[src/rtl/note_pkg.sv]
// Shared definitions for the note player: state encoding, note byte layout,
// pitch half-period table (12 MHz clock) and note-count helper.
package note_pkg;
  localparam int         MAX_NOTES = 120;
  localparam int         BUF_W     = 8 * MAX_NOTES;
  localparam logic [7:0] NOTE_TERM = 8'h1F;
  localparam int         HP_W      = 15;

  typedef enum logic [2:0] {S_IDLE, S_LOAD, S_TONE, S_GAP, S_FINISH} state_e;

  typedef struct packed {
    logic [3:0] pitch;
    logic [3:0] dur;
  } note_t;

  // Half period in clocks for C4..B5 (white keys); 0 for rest codes.
  function automatic logic [HP_W-1:0] pitch_half_period(input logic [3:0] pitch);
    case (pitch)
      4'd1:    return 15'd22933;
      4'd2:    return 15'd20432;
      4'd3:    return 15'd18202;
      4'd4:    return 15'd17181;
      4'd5:    return 15'd15306;
      4'd6:    return 15'd13636;
      4'd7:    return 15'd12149;
      4'd8:    return 15'd11467;
      4'd9:    return 15'd10216;
      4'd10:   return 15'd9101;
      4'd11:   return 15'd8590;
      4'd12:   return 15'd7653;
      4'd13:   return 15'd6818;
      4'd14:   return 15'd6074;
      default: return '0;
    endcase
  endfunction

  // Received length includes the terminator byte.
  function automatic logic [6:0] note_count(input logic [9:0] len);
    if (len == '0) return '0;
    if ((len - 10'd1) > 10'(MAX_NOTES)) return 7'(MAX_NOTES);
    return 7'(len - 10'd1);
  endfunction
endpackage

[src/rtl/note_player_if.sv]
// Song-in / playback-out bundle between the UART receive stage and the player.
interface note_player_if;
  import note_pkg::*;
  logic             rx_done;
  logic [9:0]       data_length;
  logic [BUF_W-1:0] data_buffer;
  logic             stop;
  logic             buzzer;
  logic             busy;
  logic [6:0]       note_idx;
  logic             done;

  modport master (output rx_done, data_length, data_buffer, stop,
                  input  buzzer, busy, note_idx, done);
  modport slave  (input  rx_done, data_length, data_buffer, stop,
                  output buzzer, busy, note_idx, done);
endinterface

[src/rtl/note_player_tone_gen.sv]
// Square-wave generator: toggles every half_period clocks while enabled;
// clr restarts the waveform low.
module tone_gen
  import note_pkg::*;
(
  input  logic            clk,
  input  logic            rst,
  input  logic            en,
  input  logic            clr,
  input  logic [HP_W-1:0] half_period,
  output logic            buzzer
);
  logic [HP_W-1:0] cnt;

  always_ff @(posedge clk or posedge rst) begin
    if (rst) begin
      cnt    <= '0;
      buzzer <= 1'b0;
    end else if (!en || clr) begin
      cnt    <= '0;
      buzzer <= 1'b0;
    end else if (cnt == half_period - 1'b1) begin
      cnt    <= '0;
      buzzer <= ~buzzer;
    end else begin
      cnt <= cnt + 1'b1;
    end
  end
endmodule

[src/rtl/note_player.sv]
// Plays a captured song of pitch/duration bytes on a buzzer.
// Define NOTE_PLAYER_GAP_EN to insert GAP_CYCLES of silence between notes.
module note_player
  import note_pkg::*;
#(
  parameter int BEAT_CYCLES = 1500000,
  parameter int GAP_CYCLES  = 120000
) (
  input  logic         clk,
  input  logic         rst,
  note_player_if.slave np
);
  localparam int CW = $clog2(BEAT_CYCLES * 16 + 1);

  state_e           state, state_nx;
  logic [BUF_W-1:0] cap_buf;
  logic [9:0]       cap_len;
  logic [6:0]       note_idx, idx_nx, count, sel;
  logic [CW-1:0]    cyc, cyc_nx, dur_end;
  note_t            note;
  logic             capture, note_end, last_note, tone_en;

  assign capture   = np.rx_done && !np.stop;
  assign count     = note_count(cap_len);
  // First received note sits in the highest occupied byte.
  assign sel       = count - 7'd1 - note_idx;
  assign note      = note_t'(cap_buf[{sel, 3'b000} +: 8]);
  assign dur_end   = CW'((int'(note.dur) + 1) * BEAT_CYCLES - 1);
  assign note_end  = (state == S_TONE) && (cyc == dur_end);
  assign last_note = (note_idx == count - 7'd1);

  always_ff @(posedge clk or posedge rst) begin
    if (rst) begin
      cap_buf <= '0;
      cap_len <= '0;
    end else if (capture) begin
      cap_buf <= np.data_buffer;
      cap_len <= np.data_length;
    end
  end

`ifdef NOTE_PLAYER_GAP_EN
  localparam int GW = $clog2(GAP_CYCLES + 1);
  logic [GW-1:0] gap_cnt;
  logic          gap_end;

  assign gap_end = (state == S_GAP) && (gap_cnt == GW'(GAP_CYCLES - 1));

  always_ff @(posedge clk or posedge rst) begin
    if (rst)                             gap_cnt <= '0;
    else if (state == S_GAP && !gap_end) gap_cnt <= gap_cnt + 1'b1;
    else                                 gap_cnt <= '0;
  end
`endif

  always_ff @(posedge clk or posedge rst) begin
    if (rst) begin
      state    <= S_IDLE;
      note_idx <= '0;
      cyc      <= '0;
    end else begin
      state    <= state_nx;
      note_idx <= idx_nx;
      cyc      <= cyc_nx;
    end
  end

  always_comb begin
    state_nx = state;
    idx_nx   = note_idx;
    cyc_nx   = cyc + 1'b1;
    case (state)
      S_IDLE: cyc_nx = '0;
      S_LOAD: begin
        cyc_nx   = '0;
        state_nx = (count != '0) ? S_TONE : S_FINISH;
      end
      S_TONE: begin
        if (note_end) begin
          cyc_nx = '0;
          if (last_note) state_nx = S_FINISH;
          else begin
`ifdef NOTE_PLAYER_GAP_EN
            state_nx = S_GAP;
`else
            idx_nx = note_idx + 1'b1;
`endif
          end
        end
      end
`ifdef NOTE_PLAYER_GAP_EN
      S_GAP: begin
        cyc_nx = '0;
        if (gap_end) begin
          state_nx = S_TONE;
          idx_nx   = note_idx + 1'b1;
        end
      end
`endif
      S_FINISH: begin
        cyc_nx   = '0;
        idx_nx   = '0;
        state_nx = S_IDLE;
      end
      default: begin
        cyc_nx   = '0;
        state_nx = S_IDLE;
      end
    endcase
    if (capture) begin
      state_nx = S_LOAD;
      idx_nx   = '0;
      cyc_nx   = '0;
    end
    // Abort overrides everything, including a new song in the same cycle.
    if (np.stop) begin
      state_nx = S_IDLE;
      idx_nx   = '0;
      cyc_nx   = '0;
    end
  end

  assign tone_en = (state == S_TONE) && (note.pitch != 4'h0) && (note.pitch != 4'hF);

  // Clearing on stop/restart keeps the buzzer low on the edge that leaves TONE.
  tone_gen u_tone (
    .clk         (clk),
    .rst         (rst),
    .en          (tone_en),
    .clr         (note_end || np.stop || np.rx_done),
    .half_period (pitch_half_period(note.pitch)),
    .buzzer      (np.buzzer)
  );

  assign np.busy     = (state == S_LOAD) || (state == S_TONE) || (state == S_GAP);
  assign np.done     = (state == S_FINISH);
  assign np.note_idx = note_idx;

  logic unused_ok;
  assign unused_ok = ^{NOTE_TERM, 32'(GAP_CYCLES)};
endmodule

[src/flat_wrapper.sv]
// flat-port wrapper written by rule: the top's interface ports become plain ports
module note_player_flat import note_pkg::*;
#(
  parameter int BEAT_CYCLES = 1500000,
  parameter int GAP_CYCLES  = 120000
)
  (clk, rst, np_rx_done, np_data_length, np_data_buffer, np_stop, np_buzzer, np_busy, np_note_idx, np_done);
  note_player_if np_i ();
  input  logic clk;
  input  logic rst;
  input wire logic [$bits(np_i.rx_done)-1:0] np_rx_done;
  input wire logic [$bits(np_i.data_length)-1:0] np_data_length;
  input wire logic [$bits(np_i.data_buffer)-1:0] np_data_buffer;
  input wire logic [$bits(np_i.stop)-1:0] np_stop;
  output wire logic [$bits(np_i.buzzer)-1:0] np_buzzer;
  output wire logic [$bits(np_i.busy)-1:0] np_busy;
  output wire logic [$bits(np_i.note_idx)-1:0] np_note_idx;
  output wire logic [$bits(np_i.done)-1:0] np_done;
  assign np_i.rx_done = np_rx_done;
  assign np_i.data_length = np_data_length;
  assign np_i.data_buffer = np_data_buffer;
  assign np_i.stop = np_stop;
  assign np_buzzer = np_i.buzzer;
  assign np_busy = np_i.busy;
  assign np_note_idx = np_i.note_idx;
  assign np_done = np_i.done;
  note_player #(.BEAT_CYCLES(BEAT_CYCLES), .GAP_CYCLES(GAP_CYCLES)) u_core (.clk(clk), .rst(rst), .np(np_i));
endmodule
[config.mk]
export PLATFORM = sky130hd
export DESIGN_NAME = note_player_flat
export DESIGN_NICKNAME = d
export VERILOG_FILES = /design/src/rtl/note_pkg.sv /design/src/rtl/note_player_if.sv /design/src/rtl/note_player_tone_gen.sv /design/src/rtl/note_player.sv /design/src/flat_wrapper.sv
export SDC_FILE = /design/constraint.sdc
export NUM_CORES = 2
export LEC_CHECK = 0
export ABC_AREA = 1
export CORE_AREA = 2 2 385 387
export DETAILED_ROUTE_END_ITERATION = 8
export DIE_AREA = 0 0 387 389
export SYNTH_ARGS = -nofsm -noshare
export SYNTH_HDL_FRONTEND = slang
export SYNTH_HIERARCHICAL = 1
export SYNTH_SLANG_ARGS = --single-unit
[constraint.sdc]
create_clock -name clk -period 58.7 [get_ports clk]
set_input_delay 11.74 -clock clk [delete_from_list [all_inputs] [get_ports clk]]
set_output_delay 11.74 -clock clk [all_outputs]
set_load 0.05 [all_outputs]
==> metrics.yaml <==
yosys:
  yosys_most_used_dff: "dfrtp_1"
  syn_nets: 7973
  most_common_cell: "nand2_1"
  synth_cells: 6924
  synth.avg_cell_area_um2: 7.45
  top_cells_by_area: "dfrtp_1 50%, nand2_1 23%, o21ai_0 4.9%, nand3_1 3.7%, a21oi_1 2.9%"
drt:
  vias_per_cell: 5.09
  wl_um: 210000
  drtIter0Drc: 4398
  ant_nets: 0
  wl_per_cell_um: 21.6
pwr:
  p_comb_mw: 2.99
  power_density_nw_per_um2: 68.3
  p_leak_nw: 32.4
status:
  status: "complete, no violations"
place:
  gp_congestion: 0.906
  dp_hpwl_um: 150000
sta:
  worst_pin_slew_ns: 1.18
  final-setup-viol-count: 0
  fmax_mhz: 61.4
  skew_ns: 0.0435
  tns_ns: 0
  min_period_over_period_pct: 27.7
  hold_ws_ns: 0.464
finish:
  nets: 8705
  final-seq-area_um2: 25500
  combGateArea_um2: 23000
  buffers: 1045
  inverters_excl_clock: 371
  syn_to_final_growth_pct: 29.7
  buf_share_pct: 15.6
setup_path:
  path_cells: "clkdlybuf4s50_1 -> nor2_4 -> inv_8 -> buf_4 -> buf_4 -> buf_4 -> buf_4 -> nand2_1 -> nand2_1"
  worstSetupEndpointType: "flip-flop"
  crit_arrival_ns: 16.96
  cp.required_ns: 59.38
cts:
  cts_max_path_buffers: 3
  clock_sinks: 1021
  post_cts_resized: 0
  cts_hold_buf: 0
  cts_setup_buffers: 0
  clkLatencyLatePin_ns: 0.76
  cts.reportedPaths.clkPinSlew_ns: 0.06
  cts_tree: "yes"
  cts_root_buf: "clkbuf_16"
global_routing:
  first_global_vias: 48100
  grt.overflow.total: 0
die:
  fp_util_pct: 35.2
## per-stage QoR
| stage | util [%] | setup WS, ns | cell area [µm²] | cells | power [mW] |
|---|---|---|---|---|---|
| floorplan | - | 18.68 | 51600 | 6924 | 2.94 |
| global placement | 42.9 | 41.85 | 62800 | 9470 | 3.78 |
| detailed placement | 42.9 | 41.81 | 62800 | 9470 | 3.81 |
| CTS | 45.6 | 42.62 | 66800 | 9679 | 4.59 |
| global route | 45.6 | 42.13 | 66900 | 9717 | 5.00 |
| finish | 45.6 | 42.43 | 66900 | 9726 | 4.57 |
## cells by family (layout without fill, tap and decap cells)
family,Yosys count,count (layout),share of synthesized area [%]
multiplexers,1,1,0.0194
AND-OR/OR-AND,1003,1003,10.9
adder cells (fa/ha/maj),75,75,1.98
flip-flops,1021,1021,49.5
AND/OR/NAND/NOR,3955,3955,30.4
XOR/XNOR,69,69,1.17
other,0,47,0
buffers and inverters,800,1625,6.04
## flip-flops by register name (all words and copies together) (netlist names)
| register | count |
|---|---|
| u_core/cap_buf | 960 |
| u_core/cap_len | 10 |
| u_core/cyc | 25 |
| u_core/np.note_idx | 7 |
| u_core/state | 3 |
| u_core/u_tone/buzzer | 1 |
| u_core/u_tone/cnt | 15 |
## path summary, 6_finish.rpt
check                           cells after the start                                to                             from  slack, ns
max in group asynchronous                           4   u_core/cap_buf[729]$_DFFE_PP0P_                              rst      44.74
worst max-delay path                                9   u_core/cap_buf[818]$_DFFE_PP0P_                          np_stop      42.43
worst min register to register                      2   u_core/cap_buf[559]$_DFFE_PP0P_  u_core/cap_buf[559]$_DFFE_PP0P_       0.46
worst max register to register                     56  u_core/u_tone/buzzer$_DFFE_PP0P_    u_core/cap_len[0]$_DFFE_PP0P_      45.67
worst min-delay path                                2   u_core/cap_buf[559]$_DFFE_PP0P_  u_core/cap_buf[559]$_DFFE_PP0P_       0.46
min in group asynchronous                           2     u_core/cap_len[9]$_DFFE_PP0P_                              rst      11.54
## metal layers
layer | wire length (µm) | global-route usage [%] | part of all wire [%] | vias to the layer above
li1 | - | - | - | 23600
met1 | 88100 | 35.5 | 42 | 23700
met2 | 99700 | 44.0 | 47 | 1868
met3 | 13500 | 4.93 | 6.4 | 364
met4 | 9020 | 12.4 | 4.3 | 26
met5 | 180 | 0 | 0.086 | -
## cells in the final DEF (no fill, tap or decap), types with 13 or more instances in the layout
| master | count |
|---|---|
| inv_1 | 357 |
| o211ai_1 | 28 |
| nor3_1 | 13 |
| nor2_1 | 253 |
| clkbuf_16 | 114 |
| nand3_1 | 383 |
| dfrtp_1 | 1021 |
| a32oi_1 | 16 |
| nand2_1 | 3215 |
| diode_2 | 47 |
| nand4_1 | 21 |
| clkbuf_1 | 20 |
| clkdlybuf4s50_1 | 983 |
| o21ai_0 | 509 |
| nor2_2 | 22 |
| clkinv_2 | 19 |
| clkbuf_8 | 35 |
| o221ai_1 | 38 |
| a31oi_1 | 19 |
| buf_4 | 53 |
| ha_1 | 63 |
| xnor2_1 | 14 |
| xor2_1 | 50 |
| a21oi_1 | 298 |
| a221oi_1 | 18 |
## tightest hold or removal path: cells and delay by family (launching register included)
kind	cells	cell delay (ns)
flops	1	0.34
simple gates	2	0.09
==> images/zoom.png <==
Scale bar: 5 µm. Window x 280 to 300, y 282 to 302 µm. Cells in gray, sequential cells in the stronger gray; small squares are vias.
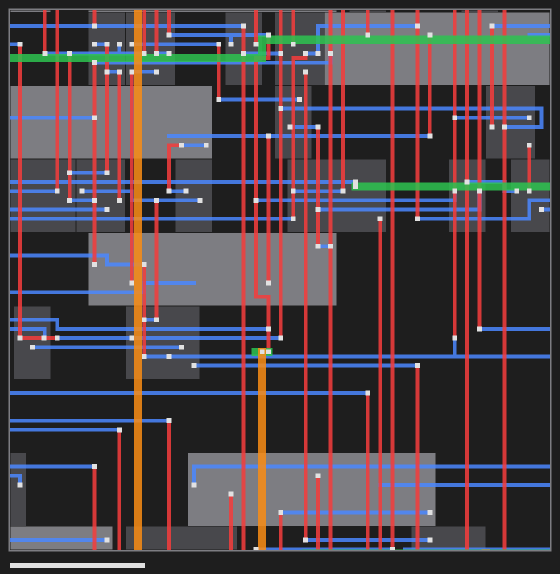
legend:
  green:
    layer: met3
  orange:
    layer: met4
  red:
    layer: met2
  blue:
    layer: met1
netlist names of flops here include: `u_core/cap_buf` (3), `u_core/u_tone/cnt` (1)
sequential cells in the window: 4
most frequent: o21ai_0 (5), dfrtp_1 (4), nor2_1 (3)
cells with their middle in the window: 18

==> images/met1.png <==
Scale bar: 100 µm.
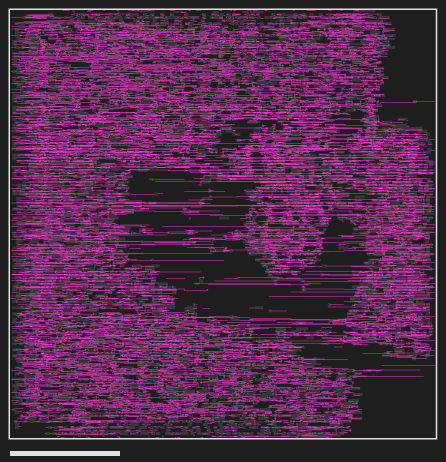
main direction: horizontal
wire length on this layer: 88.1 mm
longest straight run: 222 µm
nets with wire on the layer: 7907

==> images/final_congestion.png <==
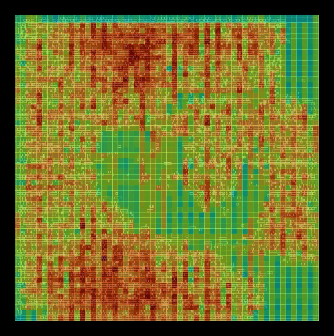
GR Util All Layers: 27.2%
grt met3 use: 4.93%
Top Usage Layer GRT: met2

Power and IR drop assume default switching activity.
